<file path="config.mk">
export PLATFORM = sky130hd
export DESIGN_NAME = motor_drive_ctrl
export DESIGN_NICKNAME = d
export VERILOG_FILES = /design/src/rtl/motor_drive_ctrl_pkg.sv /design/src/rtl/motor_drive_ctrl_pwm_gen.sv /design/src/rtl/motor_drive_ctrl.sv
export SDC_FILE = /design/constraint.sdc
export NUM_CORES = 1
export LEC_CHECK = 0
export CAP_MARGIN = 5
export CORE_MARGIN = 2
export CORE_UTILIZATION = 54
export DETAILED_ROUTE_END_ITERATION = 8
export PLACE_DENSITY = 0.74
export SYNTH_ARGS = -nofsm -noshare
export SYNTH_HDL_FRONTEND = slang
export SYNTH_SLANG_ARGS = --single-unit
</file>
<file path="constraint.sdc">
create_clock -name sclk -period 2.6 [get_ports sclk]
set_input_delay 0.52 -clock sclk [delete_from_list [all_inputs] [get_ports sclk]]
set_output_delay 0.52 -clock sclk [all_outputs]
set_load 0.01 [all_outputs]
</file>
<file path="src/rtl/motor_drive_ctrl_pkg.sv">
// Shared motor-drive definitions: state encoding, duty width, default timing
// and the saturating duty arithmetic used by the ramp.
package motor_drive_ctrl_pkg;

  localparam int PWM_W = 8;

  localparam logic [PWM_W-1:0] PWM_PERIOD_DEF = 8'd250;
  localparam logic [PWM_W-1:0] DUTY_MAX_DEF   = 8'd200;
  localparam logic [PWM_W-1:0] DUTY_STEP_DEF  = 8'd10;
  localparam logic [15:0]      RAMP_DIV_DEF   = 16'd1000;
  localparam logic [15:0]      DEAD_CYC_DEF   = 16'd5000;

  typedef enum logic [4:0] {
    ST_STOP      = 5'b00001,
    ST_RAMP_UP   = 5'b00010,
    ST_RUN       = 5'b00100,
    ST_RAMP_DOWN = 5'b01000,
    ST_DEAD      = 5'b10000
  } motor_state_e;

  // One extra bit of headroom so a step past the limit saturates instead of wrapping.
  function automatic logic [PWM_W-1:0] duty_inc(input logic [PWM_W-1:0] cur,
                                                input logic [PWM_W-1:0] step,
                                                input logic [PWM_W-1:0] lim);
    logic [PWM_W:0] sum;
    sum = {1'b0, cur} + {1'b0, step};
    return (sum >= {1'b0, lim}) ? lim : sum[PWM_W-1:0];
  endfunction

  function automatic logic [PWM_W-1:0] duty_dec(input logic [PWM_W-1:0] cur,
                                                input logic [PWM_W-1:0] step);
    logic [PWM_W:0] diff;
    diff = {1'b0, cur} - {1'b0, step};
    return diff[PWM_W] ? '0 : diff[PWM_W-1:0];
  endfunction

endpackage

</file>
<file path="src/rtl/motor_drive_ctrl_pwm_gen.sv">
// PWM generator: free-running period counter, duty shadow loaded at the wrap,
// registered compare output gated off while the bridge is braked.
module motor_drive_ctrl_pwm_gen
  import motor_drive_ctrl_pkg::*;
#(
  parameter logic [PWM_W-1:0] PWM_PERIOD = PWM_PERIOD_DEF
) (
  input  logic             sclk,
  input  logic             s_rst_n,
  input  logic [PWM_W-1:0] duty,
  input  logic             brake,
  output logic             pwm_out
);

  logic [PWM_W-1:0] pwm_cnt;
  logic [PWM_W-1:0] duty_sh;

  always_ff @(posedge sclk) begin
    if (!s_rst_n) begin
      pwm_cnt <= '0;
      duty_sh <= '0;
      pwm_out <= 1'b0;
    end else begin
      if (pwm_cnt == PWM_PERIOD - PWM_W'(1)) begin
        pwm_cnt <= '0;
        duty_sh <= duty;
      end else begin
        pwm_cnt <= pwm_cnt + PWM_W'(1);
      end
      pwm_out <= (pwm_cnt < duty_sh) && !brake;
    end
  end

endmodule

</file>
<file path="src/rtl/motor_drive_ctrl.sv">
// Track-tilt motor sequencer: soft-start/stop duty ramp, braked dead time
// before any reversal, and the H-bridge PWM.
//
//   state        | meaning
//   ST_STOP      | braked, duty 0, waiting for enable
//   ST_RAMP_UP   | duty stepping up toward DUTY_MAX each ramp tick
//   ST_RUN       | full speed, at_speed high
//   ST_RAMP_DOWN | duty stepping down toward 0 each ramp tick
//   ST_DEAD      | braked hold of DEAD_CYC cycles, inputs ignored
module motor_drive_ctrl
  import motor_drive_ctrl_pkg::*;
#(
  parameter logic [PWM_W-1:0] PWM_PERIOD = PWM_PERIOD_DEF,
  parameter logic [PWM_W-1:0] DUTY_MAX   = DUTY_MAX_DEF,
  parameter logic [PWM_W-1:0] DUTY_STEP  = DUTY_STEP_DEF,
  parameter logic [15:0]      RAMP_DIV   = RAMP_DIV_DEF,
  parameter logic [15:0]      DEAD_CYC   = DEAD_CYC_DEF
) (
  input  logic             sclk,
  input  logic             s_rst_n,
  input  logic             enable,
  input  logic             direct,
  output logic             pwm_out,
  output logic             dir_out,
  output logic             brake,
  output logic [PWM_W-1:0] duty,
  output logic             at_speed,
  output logic             busy
);

  motor_state_e     state;
  logic [15:0]      presc;
  logic [15:0]      dead_cnt;
  logic             match;
  logic             ramping;
  logic             tick;
  logic [PWM_W-1:0] duty_up;
  logic [PWM_W-1:0] duty_dn;

  assign match   = enable && (direct == dir_out);
  assign ramping = (state == ST_RAMP_UP) || (state == ST_RAMP_DOWN);
  assign tick    = ramping && (presc == RAMP_DIV - 16'd1);
  assign duty_up = duty_inc(duty, DUTY_STEP, DUTY_MAX);
  assign duty_dn = duty_dec(duty, DUTY_STEP);

  always_ff @(posedge sclk) begin
    if (!s_rst_n) begin
      state    <= ST_STOP;
      duty     <= '0;
      dir_out  <= 1'b0;
      brake    <= 1'b1;
      at_speed <= 1'b0;
      busy     <= 1'b0;
      presc    <= '0;
      dead_cnt <= '0;
    end else begin
      // Every transition below also clears presc so the first tick lands RAMP_DIV cycles in.
      presc <= (ramping && !tick) ? presc + 16'd1 : '0;
      case (state)
        ST_STOP: begin
          if (enable) begin
            state   <= ST_RAMP_UP;
            dir_out <= direct;
            brake   <= 1'b0;
            busy    <= 1'b1;
            presc   <= '0;
          end
        end
        ST_RAMP_UP: begin
          if (!match) begin
            state <= ST_RAMP_DOWN;
            presc <= '0;
          end else if (tick) begin
            duty <= duty_up;
            if (duty_up == DUTY_MAX) begin
              state    <= ST_RUN;
              at_speed <= 1'b1;
              presc    <= '0;
            end
          end
        end
        ST_RUN: begin
          if (!match) begin
            state    <= ST_RAMP_DOWN;
            at_speed <= 1'b0;
            presc    <= '0;
          end
        end
        ST_RAMP_DOWN: begin
          // A ramp-up aborted before its first tick arrives here already at 0.
          if (duty == '0) begin
            state    <= ST_DEAD;
            brake    <= 1'b1;
            dead_cnt <= DEAD_CYC - 16'd1;
            presc    <= '0;
          end else if (match) begin
            state <= ST_RAMP_UP;
            presc <= '0;
          end else if (tick) begin
            duty <= duty_dn;
            if (duty_dn == '0) begin
              state    <= ST_DEAD;
              brake    <= 1'b1;
              dead_cnt <= DEAD_CYC - 16'd1;
              presc    <= '0;
            end
          end
        end
        ST_DEAD: begin
          if (dead_cnt == '0) begin
            state <= ST_STOP;
            busy  <= 1'b0;
          end else begin
            dead_cnt <= dead_cnt - 16'd1;
          end
        end
        default: begin
          state    <= ST_STOP;
          duty     <= '0;
          brake    <= 1'b1;
          at_speed <= 1'b0;
          busy     <= 1'b0;
        end
      endcase
    end
  end

  motor_drive_ctrl_pwm_gen #(
    .PWM_PERIOD(PWM_PERIOD)
  ) u_pwm_gen (
    .sclk   (sclk),
    .s_rst_n(s_rst_n),
    .duty   (duty),
    .brake  (brake),
    .pwm_out(pwm_out)
  );

endmodule

</file>
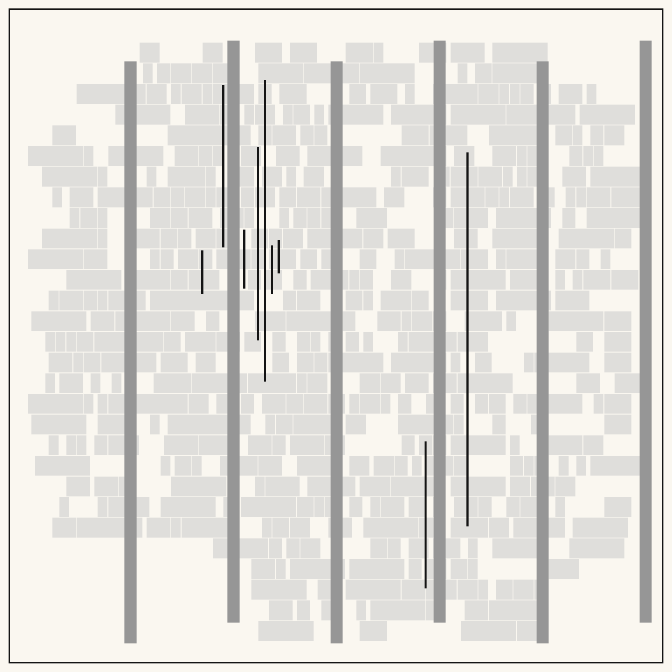
(images/layer_met4.png)
Supply wires on this layer in grey.
The longest straight run is 49.0 µm. The wires run mostly vertical.

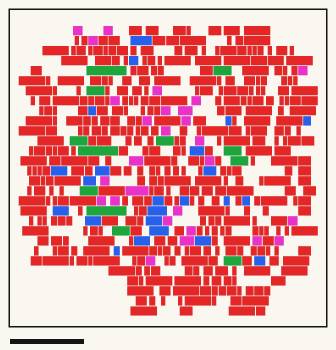
(images/sizes.png)
The bar under the picture is 20 µm long.
Green marks _6 and larger, cells 12, share 2.5%, most used clkbuf_8. Magenta marks _3 and _4 cells, cells 27, share 5.7%, most used buf_4. Red marks _0 and _1 cells, cells 409, share 87%, most used dfxtp_1. Blue marks _2 cells, cells 23, share 4.9%.

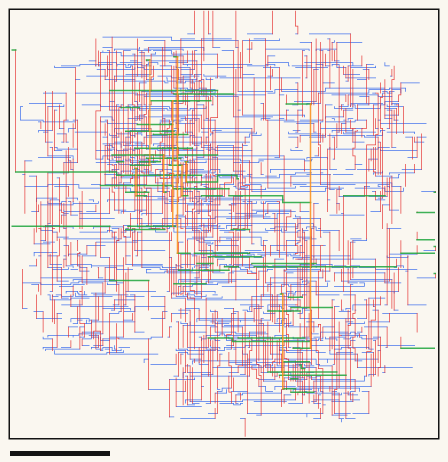
(images/wires.png)
The bar under the picture is 20 µm long.
Blue marks metal 1, wire length 3860 µm. Green marks metal 3, wire length 499 µm. Orange marks metal 4, wire length 177 µm. Red marks metal 2, wire length 3880 µm.

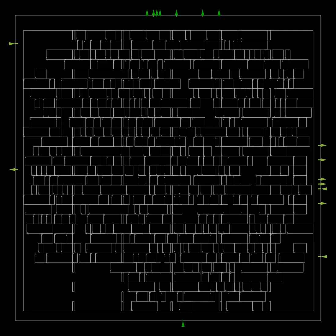
(images/placement.png)
TAP cells: 77
Finished Core Util: 65.56%
Core Rows: 29
Seq area share: 31.38%

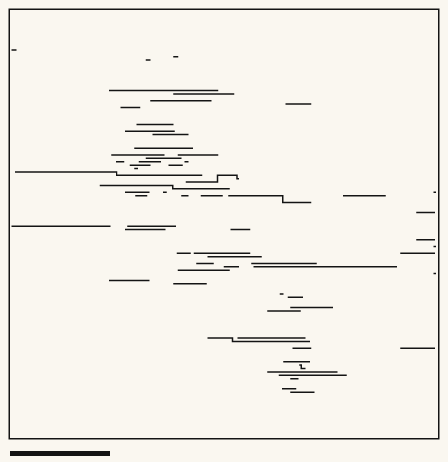
(images/layer_met3.png)
The bar under the picture is 20 µm long.
The layer carries 499 µm of wire. The longest straight run is 28.5 µm. The wires run mostly horizontal.

==> changes_impl.md <==
### Metrics

* Pwr Density at a little under 700 nW/µm²
* Post-DP HPWL at 5988 µm
* Syn Nets at 453
* Main logic family: simple AND/OR/NAND/NOR gates
* Crit. path cell count at 8
* R2R depth at 8
* CTS Buf Count at 9
* Compound Share, Synth at between 15 and 20%
* Hold slack at 0.4504 ns
* Top FF cell, synth: dfxtp_1
* XOR/XNOR Fraction of Synth Area at roughly 7.5%
* Post-DR wirelength/cell at ~15 µm
* CTS root buf: clkbuf_8
* Adder share at 4.495%
* Hold Path Sink: presc[0]$_SDFF_PN0_
* Fin. max-slew vios at 0
* Flops out of synthesis at 66
* Clock sinks at 66
* Worst r2r dst: state[1]$_SDFFE_PN0P_
* Critical Path Source: presc[0]$_SDFF_PN0_
* Peak VDD IR at 0.5277 mV
* Area Overhead vs Synth at 16.36%
* Ports at 17
* Seq/Total Area, Yosys at 36.51%
* Final hold vios at 0
* Hold Path Class: reg2reg
* Post-synthesis mux area share at 2.490%
* Cell Chain, Critical Path: ha_1 -> and4bb_2 -> nand4_1 -> or4_4 -> or2_1 -> a311oi_2 -> nand2_1 -> o31ai_1
* CP Capture Type: flop
* Cell taking the most area after synthesis: dfxtp_1
* First-pass GRT wire length at 14500 µm
* Worst EP required at 2.86 ns
* Die H at 85.86 µm
* Routability Congestion at 0.9059
* WHS Path Cells at 1
* Ratio of cells with drive above 1 in the final layout at a little over an eighth
* Status: finished clean
* Synth area leaders: dfxtp_1 (37%), nor2_1 (6.6%), ha_1 (4.5%)
* Total gr overflow at 0
* Yosys chip area at 3618 µm²
* Setup Viol. Count Final at 0
* Vias at 3332
* Flop2flop setup slack at between 0.1 and 0.15 ns
* Fillers at 531
* Fin area at 4210 µm²
* Syn avg cell area at between 8 and 9 µm²
* DIE AREA at around 7400 µm²
* Setup crit start kind: flop
* Bufs on Longest Clock Path at 2
* Slowest-stage cell, CP: or4_4
* OpenROAD warnings at 29
* CP top delay family: simple AND/OR/NAND/NOR gates
* Worst-path clk slew at 0.07 ns
layout by cell type, fill, tap and decap left out, types with 8 or more instances in the layout:
master	count
a21oi_1	20
and3_1	8
buf_4	23
clkbuf_8	9
clkdlybuf4s50_1	16
dfxtp_1	66
ha_1	13
inv_1	18
mux2i_1	9
nand2_1	29
nand3_1	14
nor2_1	64
nor3_1	14
nor4_1	8
o21ai_0	19
xnor2_1	14
xor2_1	17
synth_stat cells, drive strengths merged, types with 2 or more instances:
cell     instances
buf              4
o31ai            4
o21ai           20
and2             5
clkbuf          15
a31oi            3
o211ai           4
o221a            2
and4             2
a211oi           6
o22ai            4
inv             18
or3              4
nand3b           5
a41oi            2
nor4            11
xnor2           14
nand2b           3
nor4b            2
mux2i            9
a21oi           20
or2              4
nand3           14
nor3b            2
nor2            65
xor2            17
o32ai            2
nor3            15
a22oi            2
nor2b            2
o21a             2
and3             8
or4              3
and4bb           2
nand4            7
a32oi            2
ha              13
a311oi           6
nand2           29
o2111ai          2
dfxtp           66
a21o             4
worst reg2reg max path, cell delays in order (launching register included):
cell and delay, ns:
dfxtp_1 0.35, ha_1 0.17, and4bb_2 0.24, nand4_1 0.16
or4_4 0.54, or2_1 0.25, a311oi_2 0.33, nand2_1 0.12
o31ai_1 0.22
layout make-up:
cell class	count	area (µm²)	area share, %
Inverter	19	71.32	1.694
Multi-Input combinational cell	331	2156	51.20
Tap cell	77	96.34	2.288
Clock inverter	6	105.1	2.496
Clock buffer	10	127.6	3.031
Timing Repair Buffer	39	332.8	7.905
Sequential cell	66	1321	31.38
where the power goes:
group / switching (W) / total, W / leakage (nW) / internal (W)
Sequential: 0.0000566 / 0.00113 / 0.534 / 0.00107
Clock: 0.000384 / 0.00102 / 0.120 / 0.000632
Combinational: 0.000425 / 0.000735 / 0.888 / 0.000310
Total: 0.000865 / 0.00288 / 1.54 / 0.00201
routing by layer:
layer  vias up  global-route usage, %  share of wire [%]
met3        20                  4.620                5.9
li1       1629                      -                  -
met1      1568                  32.83                 46
met2       115                  38.13                 46
met5         -                      0                  0
met4         0                  9.957                2.1
stage by stage:
step | instances | util, % | worst slack, ns
finish | 548 | 65.56 | 0.1396
global route | 548 | 65.56 | -0.002489
CTS | 547 | 65.03 | 0.06388
detailed placement | 531 | 61.41 | 0.07342
global placement | 531 | 61.41 | 0.1579
floorplan | 436 | - | 0.1742
flip-flops by register name, summed over array words and instances, names as in the netlist:
signal / count
duty: 8
presc: 16
busy: 1
dir_out: 1
dead_cnt: 16
u_pwm_gen.duty_sh: 8
brake: 1
state: 5
at_speed: 1
u_pwm_gen.pwm_out: 1
u_pwm_gen.pwm_cnt: 8
kinds of logic after synthesis:
logic type / after synthesis
flops: 66
simple gates: 186
xor+xnor: 31
mux: 9
compound gates: 92
fa+ha+maj: 13
buf+inv: 39
timing repair:
| action | CTS | global route |
|---|---|---|
| setup buffers | 0 | 1 |
| setup endpoints to repair | 0 | 6 |
| gates resized | 0 | 4 |
| hold buffers | 0 | 0 |
Power and IR drop assume default switching activity.
